Figure 1. PDN straps and rails.
Drawn at 2 px/micron. Pins as bars on the die edge.
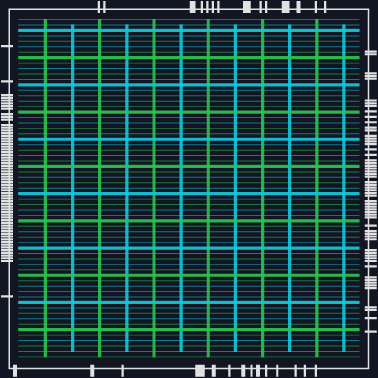
Figure 2. Cells colored by class.
Drawn at 1.5 px/micron. Fill, decap, tap and diode cells in gray.
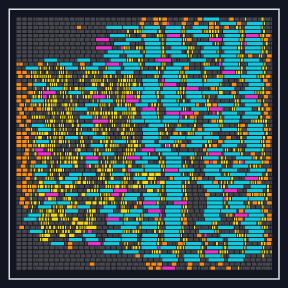
Figure 3. Routed clock nets over the placement.
Drawn at 3 px/micron.
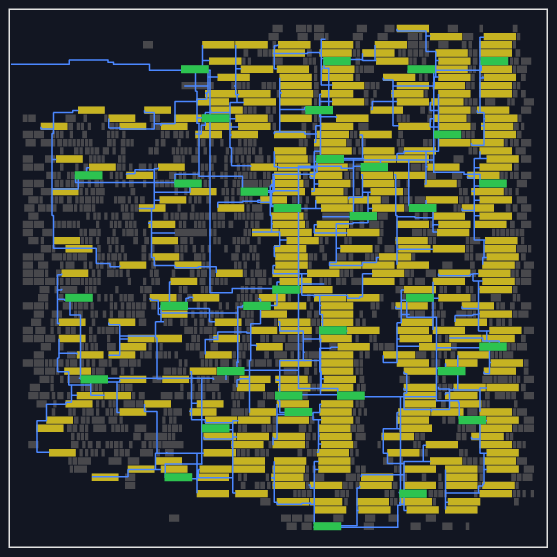
`src/rtl/rvx_pkg.sv`:
```
// Shared RVX10 fetch-side types and constants.
// One queue entry pairs a fetched word with the address it came from.
package rvx_pkg;

    localparam int XLEN = 32;
    localparam logic [XLEN-1:0] NOP_INSTR = 32'h0000_0013;
    localparam logic [XLEN-1:0] RESET_PC  = 32'h0000_0000;

    typedef struct packed {
        logic [XLEN-1:0] pc;
        logic [XLEN-1:0] instr;
    } fetch_entry_t;

endpackage

```
`src/rtl/fetch_fifo.sv`:
```
// Synchronous FIFO of fetched {pc, instr} entries with a single-cycle flush.
// The head entry is read straight from storage, so it is meaningful only when count != 0.
module fetch_fifo
    import rvx_pkg::*;
#(
    parameter int DEPTH = 4,
    localparam int CW = $clog2(DEPTH + 1)
) (
    input  logic         clk,
    input  logic         reset,
    input  logic         push,
    input  fetch_entry_t push_data,
    input  logic         pop,
    input  logic         flush,
    output logic [CW-1:0] count,
    output fetch_entry_t head
);

    localparam int PW = (DEPTH > 1) ? $clog2(DEPTH) : 1;
    localparam logic [CW-1:0] CNT_ONE = CW'(1);

    logic [PW-1:0] wr_ptr_q, wr_ptr_d;
    logic [PW-1:0] rd_ptr_q, rd_ptr_d;
    logic [CW-1:0] count_q, count_d;
    fetch_entry_t  mem_q [DEPTH];

    function automatic logic [PW-1:0] ptr_inc(input logic [PW-1:0] p);
        return (p == PW'(DEPTH - 1)) ? '0 : p + PW'(1);
    endfunction

    // NOTE: every always_comb output is given its hold value first, so no path leaves it unassigned and no latch is inferred.
    always_comb begin
        wr_ptr_d = wr_ptr_q;
        rd_ptr_d = rd_ptr_q;
        count_d  = count_q;
        if (flush) begin
            wr_ptr_d = '0;
            rd_ptr_d = '0;
            count_d  = '0;
        end else begin
            if (push) wr_ptr_d = ptr_inc(wr_ptr_q);
            if (pop)  rd_ptr_d = ptr_inc(rd_ptr_q);
            if (push && !pop)      count_d = count_q + CNT_ONE;
            else if (pop && !push) count_d = count_q - CNT_ONE;
        end
    end

    // NOTE: state flops use non-blocking assignments so every flop samples pre-edge values regardless of block order.
    always_ff @(posedge clk or negedge reset) begin
        if (!reset) begin
            wr_ptr_q <= '0;
            rd_ptr_q <= '0;
            count_q  <= '0;
        end else begin
            wr_ptr_q <= wr_ptr_d;
            rd_ptr_q <= rd_ptr_d;
            count_q  <= count_d;
        end
    end

    // NOTE: storage is deliberately not reset; count gates every read, so stale contents are never observed.
    always_ff @(posedge clk) begin
        if (push && !flush) mem_q[wr_ptr_q] <= push_data;
    end

    assign count = count_q;
    assign head  = mem_q[rd_ptr_q];

    // The issue-side reservation must make overflow impossible.
    assert property (@(posedge clk) disable iff (!reset)
        !(push && !flush && count_q == CW'(DEPTH)));

endmodule

```
`src/rtl/ifetch_buffer.sv`:
```
// Instruction prefetch buffer: sequential fetch over req/gnt/rvalid, queued delivery to decode,
// and a redirect that flushes the queue and kills responses still in flight.
module ifetch_buffer
    import rvx_pkg::*;
#(
    parameter int              DEPTH    = 4,
    parameter logic [XLEN-1:0] RESET_PC = rvx_pkg::RESET_PC
) (
    input  logic            clk,
    input  logic            reset,
    input  logic            stall,
    input  logic            redirect,
    input  logic [XLEN-1:0] redirect_pc,
    output logic            instr_valid,
    output logic [XLEN-1:0] instr,
    output logic [XLEN-1:0] instr_pc,
    output logic            imem_req,
    output logic [XLEN-1:0] imem_addr,
    input  logic            imem_gnt,
    input  logic            imem_rvalid,
    input  logic [XLEN-1:0] imem_rdata
);

    localparam int CW = $clog2(DEPTH + 1);
    localparam logic [CW-1:0]   CNT_ONE = CW'(1);
    localparam logic [XLEN-1:0] PC_STEP = XLEN'(4);

    logic [XLEN-1:0] fetch_pc_q, fetch_pc_d;
    logic [XLEN-1:0] resp_pc_q, resp_pc_d;
    logic [CW-1:0]   outstanding_q, outstanding_d;
    logic [CW-1:0]   kill_q, kill_d;

    logic [CW-1:0]   count;
    logic [CW:0]     inflight;
    logic [XLEN-1:0] target_pc;
    logic            accept, resp_ok, push, pop;
    fetch_entry_t    head, push_entry;

    assign target_pc   = {redirect_pc[XLEN-1:2], 2'b00};
    assign instr_valid = (count != '0);
    assign instr       = instr_valid ? head.instr : NOP_INSTR;
    assign instr_pc    = instr_valid ? head.pc : '0;
    assign imem_addr   = fetch_pc_q;
    assign push_entry  = '{pc: resp_pc_q, instr: imem_rdata};

    always_comb begin
        // Queued entries plus requests in flight reserve every slot, so a response always finds room.
        inflight = {1'b0, count} + {1'b0, outstanding_q};
        imem_req = reset & ~redirect & (inflight < (CW + 1)'(DEPTH));
        accept   = imem_req & imem_gnt;
        // A response with nothing outstanding is a leftover from before reset and is dropped.
        resp_ok  = imem_rvalid & (outstanding_q != '0);
        push     = resp_ok & (kill_q == '0) & ~redirect;
        pop      = instr_valid & ~stall & ~redirect;

        fetch_pc_d    = fetch_pc_q;
        resp_pc_d     = resp_pc_q;
        outstanding_d = outstanding_q;
        kill_d        = kill_q;

        if (accept)  outstanding_d = outstanding_d + CNT_ONE;
        if (resp_ok) outstanding_d = outstanding_d - CNT_ONE;
        if (resp_ok && kill_q != '0) kill_d = kill_q - CNT_ONE;
        if (accept)  fetch_pc_d = fetch_pc_q + PC_STEP;
        if (push)    resp_pc_d  = resp_pc_q + PC_STEP;

        if (redirect) begin
            fetch_pc_d = target_pc;
            resp_pc_d  = target_pc;
            kill_d     = outstanding_d;
        end
    end

    always_ff @(posedge clk or negedge reset) begin
        if (!reset) begin
            fetch_pc_q    <= RESET_PC;
            resp_pc_q     <= RESET_PC;
            outstanding_q <= '0;
            kill_q        <= '0;
        end else begin
            fetch_pc_q    <= fetch_pc_d;
            resp_pc_q     <= resp_pc_d;
            outstanding_q <= outstanding_d;
            kill_q        <= kill_d;
        end
    end

    fetch_fifo #(.DEPTH(DEPTH)) u_fifo (
        .clk       (clk),
        .reset     (reset),
        .push      (push),
        .push_data (push_entry),
        .pop       (pop),
        .flush     (redirect),
        .count     (count),
        .head      (head)
    );

endmodule

```
`config.mk`:
```
export PLATFORM = sky130hd
export DESIGN_NAME = ifetch_buffer
export DESIGN_NICKNAME = d
export VERILOG_FILES = /design/src/rtl/rvx_pkg.sv /design/src/rtl/fetch_fifo.sv /design/src/rtl/ifetch_buffer.sv
export SDC_FILE = /design/constraint.sdc
export NUM_CORES = 1
export LEC_CHECK = 0
export ABC_AREA = 1
export CORE_MARGIN = 4
export CORE_UTILIZATION = 50
export DETAILED_ROUTE_END_ITERATION = 12
export PLACE_DENSITY = 0.72
export SYNTH_ARGS = -nofsm -noshare
export SYNTH_HDL_FRONTEND = slang
export SYNTH_SLANG_ARGS = --single-unit
export TNS_END_PERCENT = 50
```
`constraint.sdc`:
```
create_clock -name clk -period 10.4 [get_ports clk]
set_clock_uncertainty 0.15 [all_clocks]
set_input_delay 1.04 -clock clk [delete_from_list [all_inputs] [get_ports clk]]
set_output_delay 1.04 -clock clk [all_outputs]
set_load 0.02 [all_outputs]
```
==> flow_metrics.env <==
# implementation run metrics
export IMPL_status="complete, no violations"
export IMPL_design_area_sq_um=17600
export IMPL_r2r_start="outstanding_q[0]"
export IMPL_gp_congestion=0.918
export IMPL_p_comb_share_pct=36.1
export IMPL_rsz0062_at_grt="no"
export IMPL_fillers=2271
export IMPL_drive_above_1_share_pct=5.14
export IMPL_crit_end="instr[0]"
export IMPL_clock_buffers=39
export IMPL_finalSetupViolations=0
export IMPL_area_dominant_class="flip-flops and latches"
export IMPL_use_met3_pct=4.39
export IMPL_initCoreUtil_pct=50.7
export IMPL_rrSetupSlack_ps=6620
export IMPL_htree_levels=2
export IMPL_yosys_top_cells_count="353 x nor2_1, 283 x nand2_1, 248 x edfxtp_1, 147 x o21ai_0, 75 x inv_1"
export IMPL_cts_root_buf="clkbuf_16"
export IMPL_period_used_pct=49.0
export IMPL_nWellTaps=384
export IMPL_syn_area_sq_um=14600
export IMPL_antenna_left=0
export IMPL_cts_made_buffers=34
export IMPL_place_ws_ps=5690
export IMPL_synth_top_cell_area_share_pct=51.0
export IMPL_antenna_found_initial=2
export IMPL_yosysWarnings=0
export IMPL_cpMaxStageDelayCell="inv_2"
export IMPL_ys_types=40
export IMPL_synth_area_per_cell_sq_um=9.72
export IMPL_r2r_end="u_fifo.mem_q[1][57]"
export IMPL_highest_layer="met5"
export IMPL_drc=0
export IMPL_ff_type="edfxtp_1"
export IMPL_ios=168
export IMPL_reg2reg_depth=10
export IMPL_top_cell="nor2_1"
export IMPL_ys_ff=321
export IMPL_maxSlewViolCount=0
export IMPL_top_power_group="sequential cells"
export IMPL_design_power_total_w=0.00435
export IMPL_largest_reg_flops=248
export IMPL_crit_path_cell_trace="inv_2 -> buf_4 -> nor2_1 -> nor2_1 -> o21ai_0 -> o311ai_0 -> clkdlybuf4s50_1"
export IMPL_clock_area_share_pct=6.14
export IMPL_yosys_area_sq_um=14600
-- Figure 1 (at the start) --
cyan -> VDD
green -> VSS
met4 straps = 12
met5 straps = 12
met1 rails = 63
rows = 62
Peak VDD IR: 0.000125 V
Core Region: 28800 sq um
Die Ht: 179 microns

-- Figure 2 (at the start) --
yellow -> combinational and other logic  # cells 1118
orange -> remaining buffers and delay cells  # cells 173
cyan -> sequential cells  # cells 321
magenta -> clock drivers and dummy loads  # cells 61

-- Figure 3 (at the start) --
green -> clock drivers  # count 34
yellow -> flip-flops  # count 321
blue -> clock wires  # length 3400 microns
routed clock nets = 35

cells in the final DEF, fill, tap and decap left out, types with 4 or more instances in the layout:
cell             count
clkbuf_1             4
edfxtp_1           248
inv_2                6
nor2_1             349
conb_1               4
o21ai_1             11
nor2_4               6
a21boi_0             4
xnor2_1              5
clkinv_1             9
inv_1               75
nor2_2               4
dfrtp_1             71
buf_4               12
clkbuf_16           35
a21oi_1             74
xor2_1              14
nor3_1               5
ha_1                14
nand3_1             66
clkdlybuf4s50_1    160
o21bai_1             5
nand2_1            283
nand3b_1            10
o21ai_0            147
nand4_1              5
o211ai_1            10
clkinv_2             6
cell families after synthesis:
group	after synthesis	share of synthesized area, %
buf+inv	147	4.09
xor+xnor	19	1.14
fa+ha+maj	15	1.34
other cells	1	0.0257
compound gates	265	9.68
flops	321	63.5
simple gates	734	20.2
